[src/rtl/mini_mips_pkg.sv]
// Shared mini-MIPS types: opcode classes, jump sub-ops, error codes and the
// structured request consumed by the instruction encoder.
package mini_mips_pkg;

  typedef enum logic [2:0] {
    Str    = 3'd0,
    Ldr    = 3'd1,
    Mov    = 3'd2,
    Shift  = 3'd3,
    Saddto = 3'd4,
    Jump   = 3'd5,
    Xor    = 3'd6,
    And    = 3'd7
  } op_e;

  // Jump sub-op space: 0 is compare, the branch codes run Ble..Bof.
  localparam logic [3:0] JMP_CMP = 4'h0;
  localparam logic [3:0] JMP_BLE = 4'h4;
  localparam logic [3:0] JMP_BOF = 4'hF;
  localparam logic [3:0] JMP_HOLE = 4'h9;

  typedef enum logic [2:0] {
    ErrNone = 3'd0,
    ErrImm  = 3'd1,
    ErrJump = 3'd2,
    ErrAnd  = 3'd3,
    ErrOvf  = 3'd4
  } err_e;

  typedef struct packed {
    op_e        op;
    logic [3:0] sub;
    logic [1:0] ra;
    logic [1:0] rb;
    logic [1:0] rc;
    logic [3:0] imm;
  } instr_req_t;

  function automatic logic jump_sub_legal(input logic [3:0] sub);
    return (sub == JMP_CMP) ||
           ((sub inside {[JMP_BLE:JMP_BOF]}) && (sub != JMP_HOLE));
  endfunction

endpackage

[src/rtl/instr_encoder_if.sv]
// Request and instruction-memory write bus of the encoder.
// slave = encoder view, master = loader/memory view.
interface instr_encoder_if #(
  parameter int ADDR_W = 8
);
  logic              req_valid;
  logic              req_ready;
  logic              req_last;
  logic [2:0]        req_op;
  logic [3:0]        req_sub;
  logic [1:0]        req_ra;
  logic [1:0]        req_rb;
  logic [1:0]        req_rc;
  logic [3:0]        req_imm;
  logic              wr_valid;
  logic              wr_ready;
  logic [ADDR_W-1:0] wr_addr;
  logic [8:0]        wr_data;

  modport slave (
    input  req_valid, req_last, req_op, req_sub, req_ra, req_rb, req_rc, req_imm,
    output req_ready,
    output wr_valid, wr_addr, wr_data,
    input  wr_ready
  );

  modport master (
    output req_valid, req_last, req_op, req_sub, req_ra, req_rb, req_rc, req_imm,
    input  req_ready,
    input  wr_valid, wr_addr, wr_data,
    output wr_ready
  );
endinterface

[src/rtl/instr_field_pack.sv]
// Combinational packer: structured request -> 9-bit machine word plus the
// range-check verdict. The opcode always occupies bits [8:6].
module instr_field_pack
  import mini_mips_pkg::*;
(
  input  instr_req_t req,
  output logic [8:0] word,
  output err_e       err
);

  logic [5:0] body;
  logic [3:0] shl_field;

  // Left shifts are stored as a 4-bit negative amount: (16 - imm) mod 16.
  assign shl_field = 4'd0 - req.imm;

  always_comb begin
    body = '0;
    err  = ErrNone;
    case (req.op)
      Str: begin
        body = {req.rb, req.ra, req.imm[1:0]};
        if (req.imm > 4'd3) err = ErrImm;
      end
      Ldr: begin
        body = {req.rc, req.ra, req.imm[1:0]};
        if (req.imm > 4'd3) err = ErrImm;
      end
      Mov: body = {req.rc, req.imm};
      Shift: begin
        if (req.sub[0]) begin
          body = {req.rc, shl_field};
          if ((req.imm == 4'd0) || (req.imm > 4'd8)) err = ErrImm;
        end else begin
          body = {req.rc, req.imm};
          if (req.imm > 4'd7) err = ErrImm;
        end
      end
      Saddto: body = {req.sub[1:0], req.ra, req.rb};
      Jump: begin
        if (req.sub == JMP_CMP) body = {2'b00, req.ra, req.rb};
        else                    body = {req.sub, req.rb};
        if (!jump_sub_legal(req.sub)) err = ErrJump;
      end
      Xor: body = {req.rc, req.ra, req.rb};
      And: begin
        // Bits [2:1] share ra[0] with the ra field, so rb[1] must agree.
        body = {req.rc, req.ra, req.rb[0], 1'b0};
        if (req.ra[0] != req.rb[1]) err = ErrAnd;
      end
    endcase
  end

  assign word = {req.op, body};

endmodule

[src/rtl/instr_encoder.sv]
// Streaming assembler back end: packs requests and writes them to instruction
// memory from base_addr upward. Optional ENCODER_CHECKSUM_EN adds a word XOR.
module instr_encoder
  import mini_mips_pkg::*;
#(
  parameter int ADDR_W    = 8,
  parameter int LAST_ADDR = 255
) (
  input  logic              clk,
  input  logic              reset,
  input  logic              start,
  input  logic [ADDR_W-1:0] base_addr,
  instr_encoder_if.slave    bus,
  output logic              err_valid,
  output logic [2:0]        err_code,
  output logic              done,
  output logic              busy
`ifdef ENCODER_CHECKSUM_EN
  ,
  output logic [8:0]        checksum,
  output logic              checksum_valid
`endif
);

  typedef enum logic [1:0] {IDLE, LOAD, DRAIN} state_e;

  localparam logic [ADDR_W:0] LAST = (ADDR_W + 1)'(LAST_ADDR);

  state_e          state;
  logic [ADDR_W:0] cnt;   // extra MSB records the wrap past LAST_ADDR
  instr_req_t      req;
  logic [8:0]      word;
  err_e            pack_err;
  logic            accept;
  logic            wr_fire;
  logic            overflow;
  logic            finish;

  assign req = '{op:  op_e'(bus.req_op), sub: bus.req_sub, ra: bus.req_ra,
                 rb:  bus.req_rb, rc: bus.req_rc, imm: bus.req_imm};

  instr_field_pack u_pack (
    .req  (req),
    .word (word),
    .err  (pack_err)
  );

  assign bus.req_ready = (state == LOAD) && (!bus.wr_valid || bus.wr_ready);
  assign accept        = bus.req_valid && bus.req_ready;
  assign wr_fire       = bus.wr_valid && bus.wr_ready;
  assign overflow      = cnt > LAST;

  // A request is only accepted while the output register is empty or being
  // emptied, so a rejected last request or an overflow never leaves a word
  // behind and can finish directly.
  assign finish = ((state == DRAIN) && wr_fire) ||
                  ((state == LOAD) && accept &&
                   (((pack_err != ErrNone) && bus.req_last) ||
                    ((pack_err == ErrNone) && overflow)));

  always_ff @(posedge clk or posedge reset) begin
    if (reset) begin
      state        <= IDLE;
      cnt          <= '0;
      bus.wr_valid <= 1'b0;
      bus.wr_addr  <= '0;
      bus.wr_data  <= '0;
      err_valid    <= 1'b0;
      err_code     <= ErrNone;
      done         <= 1'b0;
      busy         <= 1'b0;
    end else begin
      err_valid <= 1'b0;
      err_code  <= ErrNone;
      done      <= finish;
      if (wr_fire) bus.wr_valid <= 1'b0;
      if (finish) begin
        state <= IDLE;
        busy  <= 1'b0;
      end
      case (state)
        IDLE: begin
          if (start) begin
            state <= LOAD;
            cnt   <= {1'b0, base_addr};
            busy  <= 1'b1;
          end
        end
        LOAD: begin
          if (accept) begin
            if (pack_err != ErrNone) begin
              err_valid <= 1'b1;
              err_code  <= pack_err;
            end else if (overflow) begin
              err_valid <= 1'b1;
              err_code  <= ErrOvf;
            end else begin
              bus.wr_valid <= 1'b1;
              bus.wr_data  <= word;
              bus.wr_addr  <= cnt[ADDR_W-1:0];
              cnt          <= cnt + 1'b1;
              if (bus.req_last) state <= DRAIN;
            end
          end
        end
        DRAIN: ;
        default: state <= IDLE;
      endcase
    end
  end

`ifdef ENCODER_CHECKSUM_EN
  always_ff @(posedge clk or posedge reset) begin
    if (reset) begin
      checksum       <= '0;
      checksum_valid <= 1'b0;
    end else begin
      checksum_valid <= finish;
      if ((state == IDLE) && start) checksum <= '0;
      else if (wr_fire)             checksum <= checksum ^ bus.wr_data;
    end
  end
`endif

endmodule
[src/flat_wrapper.sv]
// flat-port wrapper written by rule: the top's interface ports become plain ports
module instr_encoder_flat import mini_mips_pkg::*;
#(
  parameter int ADDR_W    = 8,
  parameter int LAST_ADDR = 255
)
  (clk, reset, start, base_addr, err_valid, err_code, done, busy, bus_req_valid, bus_req_last, bus_req_op, bus_req_sub, bus_req_ra, bus_req_rb, bus_req_rc, bus_req_imm, bus_req_ready, bus_wr_valid, bus_wr_addr, bus_wr_data, bus_wr_ready);
  instr_encoder_if #(.ADDR_W(ADDR_W)) bus_i ();
  input  logic clk;
  input  logic reset;
  input  logic start;
  input  logic [ADDR_W-1:0] base_addr;
  output logic err_valid;
  output logic [2:0] err_code;
  output logic done;
  output logic busy;
  input wire logic [$bits(bus_i.req_valid)-1:0] bus_req_valid;
  input wire logic [$bits(bus_i.req_last)-1:0] bus_req_last;
  input wire logic [$bits(bus_i.req_op)-1:0] bus_req_op;
  input wire logic [$bits(bus_i.req_sub)-1:0] bus_req_sub;
  input wire logic [$bits(bus_i.req_ra)-1:0] bus_req_ra;
  input wire logic [$bits(bus_i.req_rb)-1:0] bus_req_rb;
  input wire logic [$bits(bus_i.req_rc)-1:0] bus_req_rc;
  input wire logic [$bits(bus_i.req_imm)-1:0] bus_req_imm;
  output wire logic [$bits(bus_i.req_ready)-1:0] bus_req_ready;
  output wire logic [$bits(bus_i.wr_valid)-1:0] bus_wr_valid;
  output wire logic [$bits(bus_i.wr_addr)-1:0] bus_wr_addr;
  output wire logic [$bits(bus_i.wr_data)-1:0] bus_wr_data;
  input wire logic [$bits(bus_i.wr_ready)-1:0] bus_wr_ready;
  assign bus_i.req_valid = bus_req_valid;
  assign bus_i.req_last = bus_req_last;
  assign bus_i.req_op = bus_req_op;
  assign bus_i.req_sub = bus_req_sub;
  assign bus_i.req_ra = bus_req_ra;
  assign bus_i.req_rb = bus_req_rb;
  assign bus_i.req_rc = bus_req_rc;
  assign bus_i.req_imm = bus_req_imm;
  assign bus_req_ready = bus_i.req_ready;
  assign bus_wr_valid = bus_i.wr_valid;
  assign bus_wr_addr = bus_i.wr_addr;
  assign bus_wr_data = bus_i.wr_data;
  assign bus_i.wr_ready = bus_wr_ready;
  instr_encoder #(.ADDR_W(ADDR_W), .LAST_ADDR(LAST_ADDR)) u_core (.clk(clk), .reset(reset), .start(start), .base_addr(base_addr), .bus(bus_i), .err_valid(err_valid), .err_code(err_code), .done(done), .busy(busy));
endmodule
[config.mk]
export PLATFORM = sky130hd
export DESIGN_NAME = instr_encoder_flat
export DESIGN_NICKNAME = d
export VERILOG_FILES = /design/src/rtl/mini_mips_pkg.sv /design/src/rtl/instr_encoder_if.sv /design/src/rtl/instr_field_pack.sv /design/src/rtl/instr_encoder.sv /design/src/flat_wrapper.sv
export SDC_FILE = /design/constraint.sdc
export NUM_CORES = 1
export LEC_CHECK = 0
export CAP_MARGIN = 20
export CORE_MARGIN = 1
export CORE_UTILIZATION = 40
export DETAILED_ROUTE_END_ITERATION = 12
export GPL_ROUTABILITY_DRIVEN = 1
export PLACE_DENSITY = 0.71
export SETUP_SLACK_MARGIN = 0.5
export SLEW_MARGIN = 15
export SYNTH_ARGS = -nofsm -noshare
export SYNTH_HDL_FRONTEND = slang
export SYNTH_SLANG_ARGS = --single-unit
[constraint.sdc]
create_clock -name clk -period 3.9 [get_ports clk]
set_input_delay 0.78 -clock clk [delete_from_list [all_inputs] [get_ports clk]]
set_output_delay 0.78 -clock clk [all_outputs]
set_load 0.02 [all_outputs]
Figure 1. Cell outlines without signal wires.
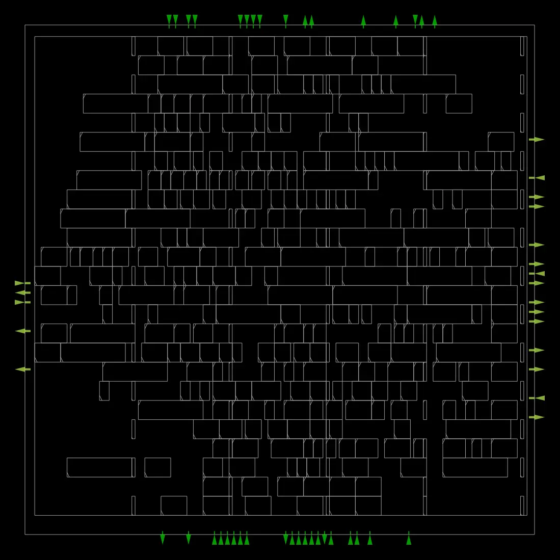
Finished Core Util: 56.1%
tap cells: 67
Finished Layout Cells: 358

Figure 2. I/O pins on the die edge.
Drawn at 6 px/um. Pins as bars across the die edge, other pins in gray.
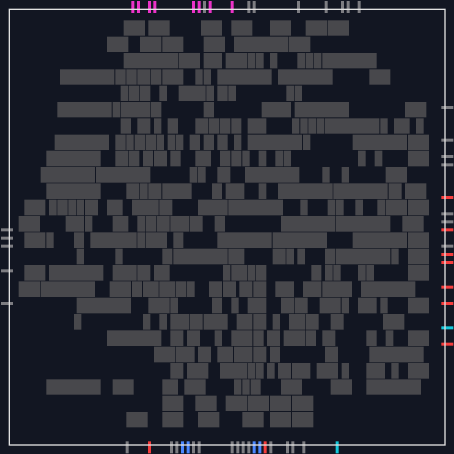
Magenta stands for base_addr, pins 8, direction input, edge north. Red stands for bus_wr_data, pins 9, direction output, edge 7 east, 2 south. Blue stands for bus_req_imm, pins 4, direction input, edge south. Cyan stands for bus_req_rc, pins 2, direction input, edge 1 south, 1 east.
All pins by edge: 20 south, 16 north, 15 east, 5 west.

==> flow_summary.yaml <==
# flow metrics
routing:
  met3WireLength_um: 168
  m1WireLength_mm: 2.25
  met2_length_mm: 2.09
  viasPerCell: 4.99
  drtIter0Drc: 142
timing:
  worst_pin_slew_ps: 600
  hold_viol: 0
  setup_viol: 0
  rsz0062_at_grt: "no"
power_and_ir_drop:
  p_switching_mw: 0.712
  cellPowerDensity_nw_per_um2: 652
  sequentialPowerShare_pct: 36.4
  p_sw_share_pct: 40.9
  p_total_mw: 1.74
worst_setup_path:
  cp_num_cells: 7
  worstSetupStartpoint: "bus_req_op[1]"
  crit_path_max_incr_delay_ps: 780
  cp-endpoint: "u_core.cnt[0]"
  crit_fanout: 16
  cp.required_ps: 4080
  cp_cell_sequence: "clkdlybuf4s50_1 -> a21boi_0 -> o32ai_1 -> a211o_2 -> o31ai_4 -> o21ai_0 -> a22o_1"
  r2r_cells: 5
  r2r_setup_slack_ps: 1350
  worstPathArrival_ps: 3230
  worst-setup-path-type: "input pin to flip-flop"
floorplan:
  dieArea_sq_um: 5240
status:
  outcome: "finished, final reports clean"
synth:
  synth-seq-cells: 35
  synthMuxAreaShare_pct: 1.58
  area_leaders: "dfrtp_1, nand2_1, a21oi_1"
  synth_area_leader_cell: "dfrtp_1"
  ys_cells: 234
  fa_ha_area_share_pct: 1.90
  topCombFamilyByArea: "simple AND/OR/NAND/NOR gates"
  synthXorXnorAreaFrac_pct: 0.884
  synth_area_per_cell_sq_um: 8.46
  synth_cell_types: 46
clock_network:
  cts_tree: "yes"
  clk_pin_slew_ps: 70
  cts.sinks: 35
  post-cts-setup-buffers: 0
global_route:
  antenna_found_initial: 0
  grt_max_degree: 36
  grt_overflow_total: 0
  grt_util_met1_pct: 28.2
final_layout:
  layout_top_cells: "nand2_1, clkdlybuf4s50_1, dfrtp_1, a21oi_1, nor2_1"
  fin_area_sq_um: 2670
  drive_gt1_share_pct: 7.56
  fillerInstances: 467
  lay_top_count: "nand2_1"
job:
  maxCapViolCount: 0
placed_design:
  portBuffers: 55
  gp_congestion: 0.840
  dp.cells: 350
worst_hold_path:
  holdCritPathClass: "flip-flop to flip-flop"
Figure 3. Layout detail.
Window x 16 to 56, y 16 to 56 um. Cells in gray, sequential cells in the stronger gray; small squares are vias.
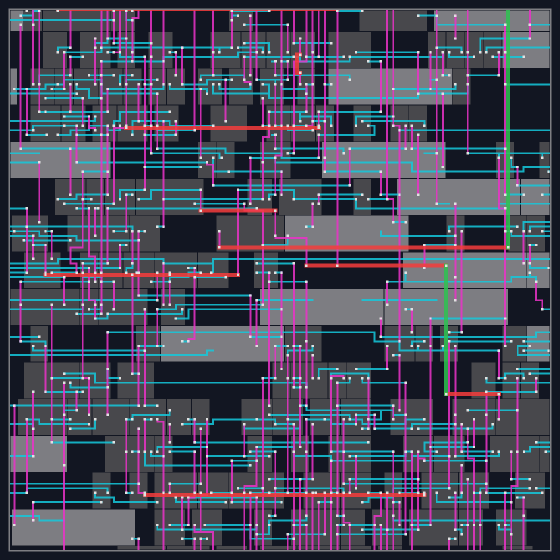
Cyan stands for met1. Magenta stands for met2. Green stands for met4. Red stands for met3.
Sequential cells in the window: 11. Netlist names of flops here include u_core.bus.wr_addr (3), u_core.cnt (3), u_core.bus.wr_data (2). Most frequent: nand2_1 (32), a21oi_1 (14), dfrtp_1 (11). 142 logic cells have their middle in the window.

[power by group through the flow]
stage | Combinational (mW) | Sequential [mW] | Clock (mW)
3_3_place_gp | 0.851 | 0.638 | 0
5_1_grt | 0.951 | 0.654 | 0.278
4_1_cts | 0.863 | 0.633 | 0.258
6_report | 0.856 | 0.633 | 0.251
2_1_floorplan | 0.427 | 0.735 | 0
3_5_place_dp | 0.859 | 0.639 | 0
[cells in the mapped netlist, drive strengths merged]
master   count
nand2       57
dfrtp       35
a21oi       19
nor2        14
o21ai       14
inv         10
nand2b       8
nor2b        7
clkbuf       6
a31oi        5
buf          5
nand3        5
nor3         5
o22ai        4
ha           3
o211ai       3
o31ai        3
a2111oi      2
a221o        2
and2         2
and3         2
mux2i        2
nand4        2
or2          2
or3          2
a211o        1
a211oi       1
a21boi       1
a21o         1
a22o         1
a32oi        1
a41oi        1
and4         1
mux2         1
o21ba        1
o311ai       1
o32ai        1
or4bb        1
xnor2        1
xor2         1
[kinds of logic (layout without fill, tap and decap cells)]
logic type | after synthesis | after routing
and+or+nand+nor | 108 | 108
AOI/OAI and AO/OA | 62 | 62
DFF | 35 | 35
buffers and inverters | 21 | 78
adders and majority gates | 3 | 3
muxes | 3 | 3
xor gates and xnor gates | 2 | 2
[area by class of cell]
class                      count  area [sq um]  share of cell area (%)
clock buffer                   5          68.8                    2.58
multi-input combinational    178           998                    37.4
tap                           67          83.8                    3.14
clock inverter                 3          15.0                   0.563
inverter                      10          37.5                    1.41
timing repair buffer          60           588                    22.0
sequential                    35           876                    32.8
[sequential cells by signal, indices dropped and copies added (netlist names)]
register and cells:
u_core.bus.wr_addr 8, u_core.bus.wr_data 9, u_core.bus.wr_valid 1, u_core.busy 1, u_core.cnt 9, u_core.done 1, u_core.err_code 3, u_core.err_valid 1
u_core.state 2
